<file path="config.mk">
export PLATFORM = sky130hd
export DESIGN_NAME = encrypt_seq
export DESIGN_NICKNAME = d
export VERILOG_FILES = /design/src/rtl/encrypt_seq.sv
export SDC_FILE = /design/constraint.sdc
export NUM_CORES = 1
export LEC_CHECK = 0
export CORE_UTILIZATION = 40
export DETAILED_ROUTE_END_ITERATION = 16
export PLACE_DENSITY = 0.84
export SLEW_MARGIN = 20
export SYNTH_ARGS = -nofsm -noshare
export SYNTH_HDL_FRONTEND = slang
export SYNTH_SLANG_ARGS = --single-unit
</file>
<file path="constraint.sdc">
create_clock -name clk -period 5.1 [get_ports clk]
set_input_delay 1.02 -clock clk [delete_from_list [all_inputs] [get_ports clk]]
set_output_delay 1.02 -clock clk [all_outputs]
set_load 0.005 [all_outputs]
</file>
<file path="src/rtl/encrypt_seq.sv">
// encrypt_seq: sequences one encryption job. Each of DIMENSION rows is processed in the same
// way: CHUNKS operand beats are read from memory, the datapath accumulates them, and the result
// is captured and offered on a valid/ready stream. After the last row is accepted, dp_done pulses.
//
// Optional feature: define ENCRYPT_SEQ_ABORT_EN to add the 'abort' input, which cancels a
// running job.
//
// Ports:
//   clk, rst      clock and synchronous active-high reset
//   start         job request; a rising start seen in IDLE launches one job
//   abort         (ENCRYPT_SEQ_ABORT_EN only) cancel the running job
//   busy          high outside IDLE
//   rd_en/rd_addr operand-memory read strobe and beat address (row*CHUNKS + chunk)
//   dp_en/dp_row  datapath accumulate enable and row, rd_en/row delayed one cycle
//   dp_done       one-cycle job-complete pulse
//   ciphertext    datapath result
//   out_valid/out_ready/out_data  result stream
module encrypt_seq #(
  parameter int unsigned DIMENSION        = 3,
  parameter int unsigned DIM_WIDTH        = 2,
  parameter int unsigned CHUNKS           = 2,
  parameter int unsigned ADDR_WIDTH       = 4,
  parameter int unsigned DP_LATENCY       = 1,
  parameter int unsigned CIPHERTEXT_WIDTH = 32
) (
  input  logic                        clk,
  input  logic                        rst,
  input  logic                        start,
`ifdef ENCRYPT_SEQ_ABORT_EN
  input  logic                        abort,
`endif
  output logic                        busy,
  output logic                        rd_en,
  output logic [ADDR_WIDTH-1:0]       rd_addr,
  output logic                        dp_en,
  output logic [DIM_WIDTH-1:0]        dp_row,
  output logic                        dp_done,
  input  logic [CIPHERTEXT_WIDTH-1:0] ciphertext,
  output logic                        out_valid,
  input  logic                        out_ready,
  output logic [CIPHERTEXT_WIDTH-1:0] out_data
);

  localparam int unsigned ChunkW = (CHUNKS > 1) ? $clog2(CHUNKS) : 1;
  localparam int unsigned WaitW  = (DP_LATENCY > 0) ? $clog2(DP_LATENCY + 1) : 1;

  localparam logic [DIM_WIDTH-1:0] RowLast   = DIM_WIDTH'(DIMENSION - 1);
  localparam logic [ChunkW-1:0]    ChunkLast = ChunkW'(CHUNKS - 1);
  localparam logic [WaitW-1:0]     WaitLast  = WaitW'(DP_LATENCY);

  typedef enum logic [1:0] {StIdle, StFetch, StWait, StOut} state_e;

  state_e                        state_q, state_d;
  logic [DIM_WIDTH-1:0]          row_q, row_d;
  logic [ChunkW-1:0]             chunk_q, chunk_d;
  logic [WaitW-1:0]              wait_q, wait_d;
  logic [ADDR_WIDTH-1:0]         addr_q, addr_d;
  logic                          start_q;
  logic                          dp_en_q;
  logic [DIM_WIDTH-1:0]          dp_row_q;
  logic [CIPHERTEXT_WIDTH-1:0]   out_data_q;
  logic                          capture;

  always_comb begin
    state_d = state_q;
    row_d   = row_q;
    chunk_d = chunk_q;
    wait_d  = wait_q;
    addr_d  = addr_q;
    capture = 1'b0;
    dp_done = 1'b0;
    rd_en   = 1'b0;

    unique case (state_q)
      StIdle: begin
        // Edge-qualified so a start held across a whole job does not reissue.
        if (start && !start_q) begin
          state_d = StFetch;
          row_d   = '0;
          chunk_d = '0;
          addr_d  = '0;
        end
      end
      StFetch: begin
        rd_en = 1'b1;
        if (chunk_q == ChunkLast) begin
          chunk_d = '0;
          wait_d  = '0;
          state_d = StWait;
          // Hold the address on the very last beat so it never wraps.
          if (row_q != RowLast) begin
            addr_d = addr_q + 1'b1;
          end
        end else begin
          chunk_d = chunk_q + 1'b1;
          addr_d  = addr_q + 1'b1;
        end
      end
      StWait: begin
        if (wait_q == WaitLast) begin
          capture = 1'b1;
          state_d = StOut;
        end else begin
          wait_d = wait_q + 1'b1;
        end
      end
      StOut: begin
        if (out_ready) begin
          if (row_q == RowLast) begin
            dp_done = 1'b1;
            row_d   = '0;
            addr_d  = '0;
            state_d = StIdle;
          end else begin
            row_d   = row_q + 1'b1;
            state_d = StFetch;
          end
        end
      end
      default: state_d = StIdle;
    endcase

`ifdef ENCRYPT_SEQ_ABORT_EN
    if (abort && (state_q != StIdle)) begin
      state_d = StIdle;
      row_d   = '0;
      chunk_d = '0;
      addr_d  = '0;
      capture = 1'b0;
      dp_done = 1'b1;
    end
`endif
  end

  always_ff @(posedge clk) begin
    if (rst) begin
      state_q    <= StIdle;
      row_q      <= '0;
      chunk_q    <= '0;
      wait_q     <= '0;
      addr_q     <= '0;
      start_q    <= 1'b0;
      dp_en_q    <= 1'b0;
      dp_row_q   <= '0;
      out_data_q <= '0;
    end else begin
      state_q  <= state_d;
      row_q    <= row_d;
      chunk_q  <= chunk_d;
      wait_q   <= wait_d;
      addr_q   <= addr_d;
      start_q  <= start;
      // One-cycle memory read: the beat reaches the datapath a cycle after the strobe.
      dp_en_q  <= rd_en;
      dp_row_q <= rd_en ? row_q : '0;
      if (capture) begin
        out_data_q <= ciphertext;
      end
    end
  end

  assign busy      = (state_q != StIdle);
  assign rd_addr   = rd_en ? addr_q : '0;
  assign dp_en     = dp_en_q;
  assign dp_row    = dp_row_q;
  assign out_valid = (state_q == StOut);
  assign out_data  = out_data_q;

endmodule

</file>
==> results_slide.txt <==
Flow Results at a Glance

Status
  • Outcome: complete, no violations

Floorplanning
  • IO Pins: a little under 80
  • Die extent in y: approximately 70 um

Synthesis
  • Synth Net Count: between 200 and 300
  • # Cells Yosys: 226
  • Most frequent cell after synthesis: nand2_1
  • Biggest area cells: dfxtp_1, nand2_1, a21oi_1, ha_1, and2_1

Cells and area
  • Top Layout Cells: clkdlybuf4s50_1, nand2_1, dfxtp_1
  • Share of layout cells above drive strength 1: under 10%
  • Nets: 342

Power and ir drop
  • Pleak: between 0.9 and 1 nW
  • VDD IR-drop max: 0.174 mV
  • Switching Power: ~0.00027 W

Clocking
  • CTS resizes: 0

Timing
  • RSZ-0062 raised after global routing: false
  • Final Hold Viols: 0
  • Fin crit share: between 60% and 70%
  • Setup_tns: 0 ns

Placement
  • DP Area: about 2700 um2

Route
  • Antenna viol nets, final: 0

Critical path
  • CP max FO: 2
==> power groups by stage <==
stage / sequential (W) / clock, W / combinational, W
after global routing: 0.000406 / 0.000285 / 0.000294
after detailed placement: 0.000410 / 0 / 0.000268
after global placement: 0.000409 / 0 / 0.000256
after floorplan: 0.000407 / 0 / 0.000169
after CTS: 0.000402 / 0.000274 / 0.000270
final: 0.000402 / 0.000261 / 0.000268
==> worst max-delay path, stage by stage <==
cell	delay (ns)
clkdlybuf4s50_1	0.52
nand2_1	0.07
nor2_1	0.11
clkdlybuf4s50_1	0.50
==> area by class of cell <==
| class | instances | area, um2 |
|---|---|---|
| fill | 400 | 1610 |
| sequential | 46 | 921 |
| multi-input combinational | 164 | 892 |
| timing repair buffer | 80 | 803 |
| clock buffer | 5 | 68.8 |
| tap | 52 | 65.1 |
| clock inverter | 3 | 40.0 |
| inverter | 3 | 11.3 |
==> state kept, by name, summed over array words and instances (netlist names) <==
name and count:
start_q 1, dp_row 2, state_q 2, out_data 32, chunk_q 1, wait_q 1, addr_q 4, dp_en 1
row_q 2
==> metal layers <==
| metal | up-vias | track usage [%] | share of wire, % |
|---|---|---|---|
| li1 | 897 | - | - |
| met1 | 799 | 19.6 | 43 |
| met2 | 49 | 31.9 | 50 |
| met3 | 4 | 5.48 | 6.4 |
| met4 | 0 | 6.00 | 0.75 |
| met5 | - | 0 | 0 |
==> worst paths after layout <==
kind,from,to,slack (ns),depth (start not counted)
setup / recovery,out_ready,dp_done,1.86,4
hold / removal,out_data[13]$_SDFFE_PP0P_,out_data[13]$_SDFFE_PP0P_,0.45,2
setup reg to reg,state_q[1]$_SDFFE_PP0P_,state_q[0]$_SDFFE_PP0P_,3.10,6
hold reg to reg,out_data[13]$_SDFFE_PP0P_,out_data[13]$_SDFFE_PP0P_,0.45,2
route_heat.png
(6 px per um) 14 x 14 tiles, from white (low) to dark blue (high), scaled to the fullest tile. Values are wire area over tile area, all layers added.
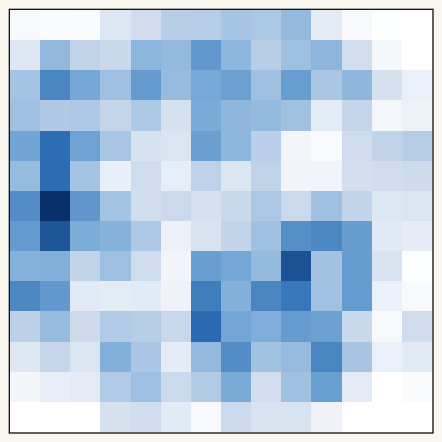
nearly empty tiles: 5.6%
emptiest ninth of the die: top right
mean over tiles: 0.13
fullest tile: 0.44
WL per Instance: 11.7 um
Tot GR Track Use: 17.8%
Routed WL: 4140 um
detailed-route via count: 1749

clock_wires.png
(6 px per um)
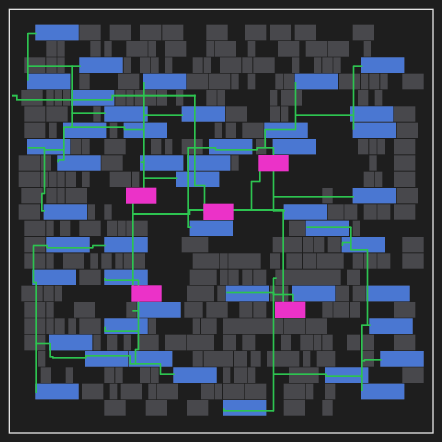
[clock wires] green | length: 521 um
[clock-net drivers] magenta | count: 5
[flip-flops] blue | count: 46
flops lie: spread over the die
routed clock nets: 6
clk pwr: 0.000261 W
worst-skew pair later-pin latency: 0.29 ns
clk_skew: 0.00399 ns

No activity file was given, so power comes from the tool's default toggle rates.
